**src/rtl/sq_pkg.sv**
```systemverilog
// Shared definitions for the squared-sample energy path: sample width,
// largest legal squared value, accumulator FSM states, width helper.
package sq_pkg;

    localparam int SQ_W   = 10;
    localparam int SQ_MAX = 961;

    typedef enum logic [0:0] {
        ACC  = 1'b0,
        HOLD = 1'b1
    } sq_acc_state_t;

    // Accumulator width that holds BLK_LEN full-scale squares.
    function automatic int acc_width(input int blk_len);
        return SQ_W + $clog2(blk_len);
    endfunction

endpackage

```
**src/rtl/sq_result_reg.sv**
```systemverilog
// Output holding register with valid/ready: load captures d and raises
// valid, d is held while valid & !ready, valid & ready clears valid.
// Ports: clk, rst (sync, active high), load, d, ready -> valid, q.
module sq_result_reg #(
    parameter int DATA_W = 8
) (
    input  logic              clk,
    input  logic              rst,
    input  logic              load,
    input  logic [DATA_W-1:0] d,
    input  logic              ready,
    output logic              valid,
    output logic [DATA_W-1:0] q
);

    logic              r_valid;
    logic [DATA_W-1:0] r_data;

    always_ff @(posedge clk) begin
        if (rst) begin
            r_valid <= 1'b0;
            r_data  <= '0;
        end else if (load) begin
            r_valid <= 1'b1;
            r_data  <= d;
        end else if (r_valid && ready) begin
            r_valid <= 1'b0;
        end
    end

    assign valid = r_valid;
    assign q     = r_data;

endmodule

```
**src/rtl/sq_energy_accum.sv**
```systemverilog
// Sum-of-squares block accumulator: adds BLK_LEN squared samples (or a
// flushed partial block) and presents sum/count on a valid/ready port.
// Ports: clk, rst (sync, active high), sq_in/sq_valid/sq_ready in,
// flush, out_sum/out_cnt/out_valid/out_ready result port.
// Optional macro SQ_ENERGY_PEAK_EN adds out_peak, the block maximum.
module sq_energy_accum
    import sq_pkg::*;
#(
    parameter int BLK_LEN = 16,
    parameter int CNT_W   = $clog2(BLK_LEN + 1),
    parameter int ACC_W   = acc_width(BLK_LEN)
) (
    input  logic             clk,
    input  logic             rst,
    input  logic [SQ_W-1:0]  sq_in,
    input  logic             sq_valid,
    output logic             sq_ready,
    input  logic             flush,
    output logic [ACC_W-1:0] out_sum,
    output logic [CNT_W-1:0] out_cnt,
    output logic             out_valid,
    input  logic             out_ready
`ifdef SQ_ENERGY_PEAK_EN
    ,
    output logic [SQ_W-1:0]  out_peak
`endif
);

    if (BLK_LEN < 2 || BLK_LEN > 256) begin : g_bad_len
        $error("sq_energy_accum: BLK_LEN out of range 2..256");
    end

    if (longint'(SQ_MAX) * longint'(BLK_LEN) >=
        (longint'(1) << ACC_W)) begin : g_ovf
        $error("sq_energy_accum: ACC_W too narrow for full block");
    end

`ifdef SQ_ENERGY_PEAK_EN
    localparam int PAY_W = ACC_W + CNT_W + SQ_W;
`else
    localparam int PAY_W = ACC_W + CNT_W;
`endif

    sq_acc_state_t    r_state;
    logic [ACC_W-1:0] r_acc;
    logic [CNT_W-1:0] r_cnt;

    logic             w_in_acc;
    logic             w_accept;
    logic [ACC_W-1:0] w_acc_next;
    logic [CNT_W-1:0] w_cnt_next;
    logic             w_full;
    logic             w_flush_go;
    logic             w_close;
    logic [PAY_W-1:0] w_res_d;
    logic [PAY_W-1:0] w_res_q;

    assign w_in_acc = (r_state == ACC);
    assign sq_ready = w_in_acc;
    assign w_accept = sq_valid & w_in_acc;

    assign w_acc_next = w_accept ? r_acc + ACC_W'(sq_in) : r_acc;
    assign w_cnt_next = r_cnt + CNT_W'(w_accept);

    assign w_full = w_accept && (r_cnt == CNT_W'(BLK_LEN - 1));

    // An empty flush (no stored and no same-cycle sample) is ignored.
    assign w_flush_go = w_in_acc && flush && (w_cnt_next != '0);
    assign w_close    = w_full | w_flush_go;

`ifdef SQ_ENERGY_PEAK_EN
    logic [SQ_W-1:0] r_peak;
    logic [SQ_W-1:0] w_peak_next;

    assign w_peak_next = (w_accept && sq_in > r_peak) ? sq_in : r_peak;
    assign w_res_d     = {w_acc_next, w_cnt_next, w_peak_next};
    assign {out_sum, out_cnt, out_peak} = w_res_q;

    always_ff @(posedge clk) begin
        if (rst || (w_in_acc && w_close)) begin
            r_peak <= '0;
        end else if (w_in_acc) begin
            r_peak <= w_peak_next;
        end
    end
`else
    assign w_res_d = {w_acc_next, w_cnt_next};
    assign {out_sum, out_cnt} = w_res_q;
`endif

    always_ff @(posedge clk) begin
        if (rst) begin
            r_state <= ACC;
            r_acc   <= '0;
            r_cnt   <= '0;
        end else begin
            case (r_state)
                ACC: begin
                    if (w_close) begin
                        r_state <= HOLD;
                        r_acc   <= '0;
                        r_cnt   <= '0;
                    end else begin
                        r_acc <= w_acc_next;
                        r_cnt <= w_cnt_next;
                    end
                end
                HOLD: begin
                    if (out_valid && out_ready) begin
                        r_state <= ACC;
                    end
                end
                default: r_state <= ACC;
            endcase
        end
    end

    sq_result_reg #(
        .DATA_W(PAY_W)
    ) u_result (
        .clk  (clk),
        .rst  (rst),
        .load (w_close),
        .d    (w_res_d),
        .ready(out_ready),
        .valid(out_valid),
        .q    (w_res_q)
    );

endmodule

```
**config.mk**
```make
export PLATFORM = sky130hd
export DESIGN_NAME = sq_energy_accum
export DESIGN_NICKNAME = d
export VERILOG_FILES = /design/src/rtl/sq_pkg.sv /design/src/rtl/sq_result_reg.sv /design/src/rtl/sq_energy_accum.sv
export SDC_FILE = /design/constraint.sdc
export NUM_CORES = 1
export LEC_CHECK = 0
export CORE_ASPECT_RATIO = 0.7
export CORE_MARGIN = 2
export CORE_UTILIZATION = 50
export DETAILED_ROUTE_END_ITERATION = 8
export GPL_ROUTABILITY_DRIVEN = 0
export PLACE_DENSITY = 0.76
export SKIP_LAST_GASP = 1
export SYNTH_ARGS = -nofsm -noshare
export SYNTH_HDL_FRONTEND = slang
export SYNTH_HIERARCHICAL = 1
export SYNTH_SLANG_ARGS = --single-unit
export TNS_END_PERCENT = 100
```
**constraint.sdc**
```tcl
create_clock -name clk -period 2.9 [get_ports clk]
set_clock_uncertainty 0.15 [all_clocks]
set_input_delay 0.29 -clock clk [delete_from_list [all_inputs] [get_ports clk]]
set_output_delay 0.29 -clock clk [all_outputs]
set_load 0.01 [all_outputs]
```
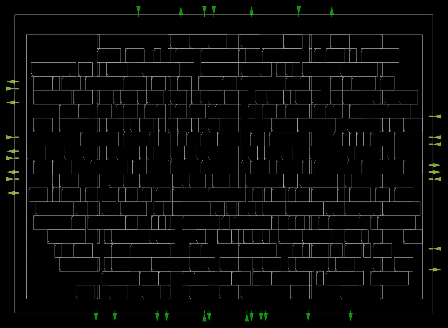
(cell placement)
Site Rows: 19
core area: 3990 sq um
Taps Inserted: 52
flop share of the area: 30.2%
Finished Core Util: 66.5%

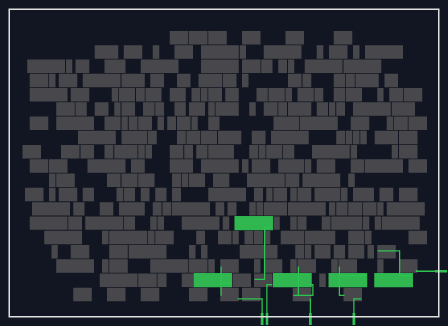
(I/O nets highlighted)
- green: `out_cnt` (direction output; edge 4 south, 1 east; end cells 5; buffers 5; wire 79.9 um)

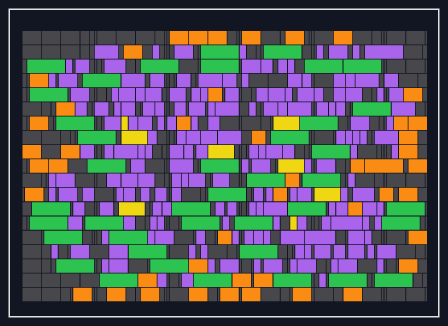
(cells colored by class)
Fill, decap, tap and diode cells in gray.
- yellow: clock drivers and dummy loads (cells 8)
- purple: all other logic (cells 190)
- green: flip-flops (cells 40)
- orange: other buffers and delay cells (cells 46)

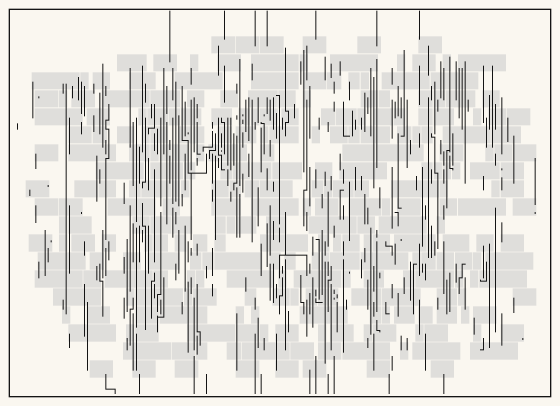
(M2 wires)
Cells faint in the background.
- share of all routed wire: 43%
- main direction: vertical
DRT Wirelength: 4.54 mm
via count: 1733
met2 usage: 32.0%

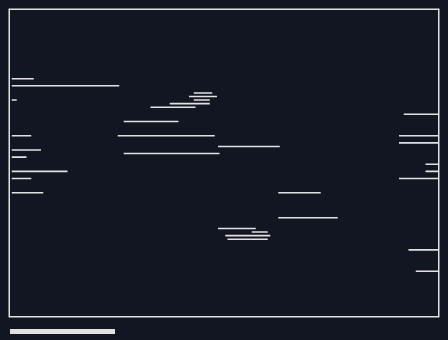
(signal wires on met3)
Bar = 20 um.
- main direction: horizontal
- wire length on this layer: 225 um
- share of all routed wire: 5.0%
- nets with wire on the layer: 29
GRT met3 Usage: 4.75%

==> flow_metrics.py <==
# Auto-generated metrics
metrics = {
    "layout": {
        "final-clk-cell-share_pct": 3.39,
        "comb_area_sq_um": 1200,
        "lay_top_cells": "dfxtp_1 (40), clkdlybuf4s50_1 (35), nor2_1 (30)",
        "flop_area_sq_um": 801,
        "clock_buffers": 8,
        "largest_class": "logic gates",
        "layout_top_cell": "dfxtp_1",
    },
    "synth": {
        "synth-edff-count": 0,
        "floorplan.nets": 266,
        "yosys_warnings": 6,
        "ys_cells": 238,
        "ys_seq_share_pct": 38.0,
        "synth.distinct_cells": 43,
        "syn_area_per_cell_sq_um": 8.85,
        "yosys.area.top_type": "dfxtp_1",
        "synth_area_sq_um": 2110,
    },
    "setup_path": {
        "end_kind": "register",
        "crit_fanout": 2,
    },
    "routing": {
        "drt-pass1-iter-count": 4,
        "drc": 0,
    },
    "timing": {
        "tightest_slew_ns": 0.332,
        "rsz0062_at_grt": "false",
        "relSlewSlack_pct": 77.7,
        "fin_crit_ns": 2.61,
        "worst_slack_ns": 0.289,
        "fin_worst_hold_slack_ns": 0.344,
    },
    "floorplan": {
        "pin_count": 36,
        "dieHeight_um": 58.3,
        "initCoreUtil_pct": 52.8,
    },
    "placement": {
        "dpl_cell_area_sq_um": 2560,
        "dp.cells": 328,
    },
    "power_and_ir_drop": {
        "vdd_drop_max_mv": 0.369,
        "finalPower_mw": 1.73,
    },
    "cts": {
        "cts_buffers": 5,
        "clock_latency_ns": 0.29,
        "postCtsSetupBuffers": 0,
        "cts_tree": "yes",
        "clock-root-buffer": "clkbuf_8",
    },
    "run": {
        "cap_violations": 0,
    },
    "grt": {
        "grt_pass1_wl_mm": 7.71,
        "grt_max_degree": 29,
    },
    "outcome": {
        "outcome": "completed",
    },
}
[Yosys cell counts (4+ instances only)]
library cell and n:
a21o_1 4, a21oi_1 13, clkbuf_1 4, dfxtp_1 40, ha_1 12, inv_1 12, mux2i_1 19, nand2_1 21
nand3_1 5, nor2_1 30, nor2b_1 9, o21a_1 4, o21ai_0 11, xnor2_1 5, xor2_1 5
[flip-flops by register name, indices dropped and copies added (netlist names)]
name and count:
u_result/q 19, r_acc 14, r_cnt 5, r_state 1, u_result/valid 1
[worst max-delay path: stages]
cell,delay (ns)
clkdlybuf4s50_1,0.46
ha_1,0.16
inv_1,0.06
fa_1,0.40
nor2b_1,0.19
o31a_1,0.17
o21ai_0,0.12
a211o_1,0.30
xor2_1,0.16
buf_4,0.13
o32ai_1,0.23
[cells by family (layout without fill, tap and decap cells)]
group,after synthesis,count (layout),synth area share [%]
AOI/OAI and AO/OA,49,49,15.1
adders and majority gates,13,13,8.08
and+or+nand+nor,83,83,18.8
xor gates and xnor gates,12,12,5.70
DFF,40,40,38.0
buffers and inverters,21,67,4.81
muxes,20,20,9.56
[power by group]
part	internal (mW)	switching (mW)
clock	0.194	0.187
sequential	0.618	0.0418
combinational	0.336	0.352
[worst paths after layout]
check	startpoint	end	cells after the start	slack (ns)
max	sq_in[0]	r_acc[8]	11	0.29
min	u_result/valid	u_result/valid	2	0.34
max reg2reg	r_state	u_result/q[17]	13	0.35
min reg2reg	u_result/valid	u_result/valid	2	0.34
[per-layer routing]
| metal | routed length [um] | global-route usage (%) | share of wire (%) |
|---|---|---|---|
| met2 | 1940 | 32.0 | 43 |
| met3 | 225 | 4.75 | 5.0 |
| met5 | 0 | 0 | 0 |
| met1 | 2370 | 31.8 | 52 |
| met4 | 9 | 3.57 | 0.20 |
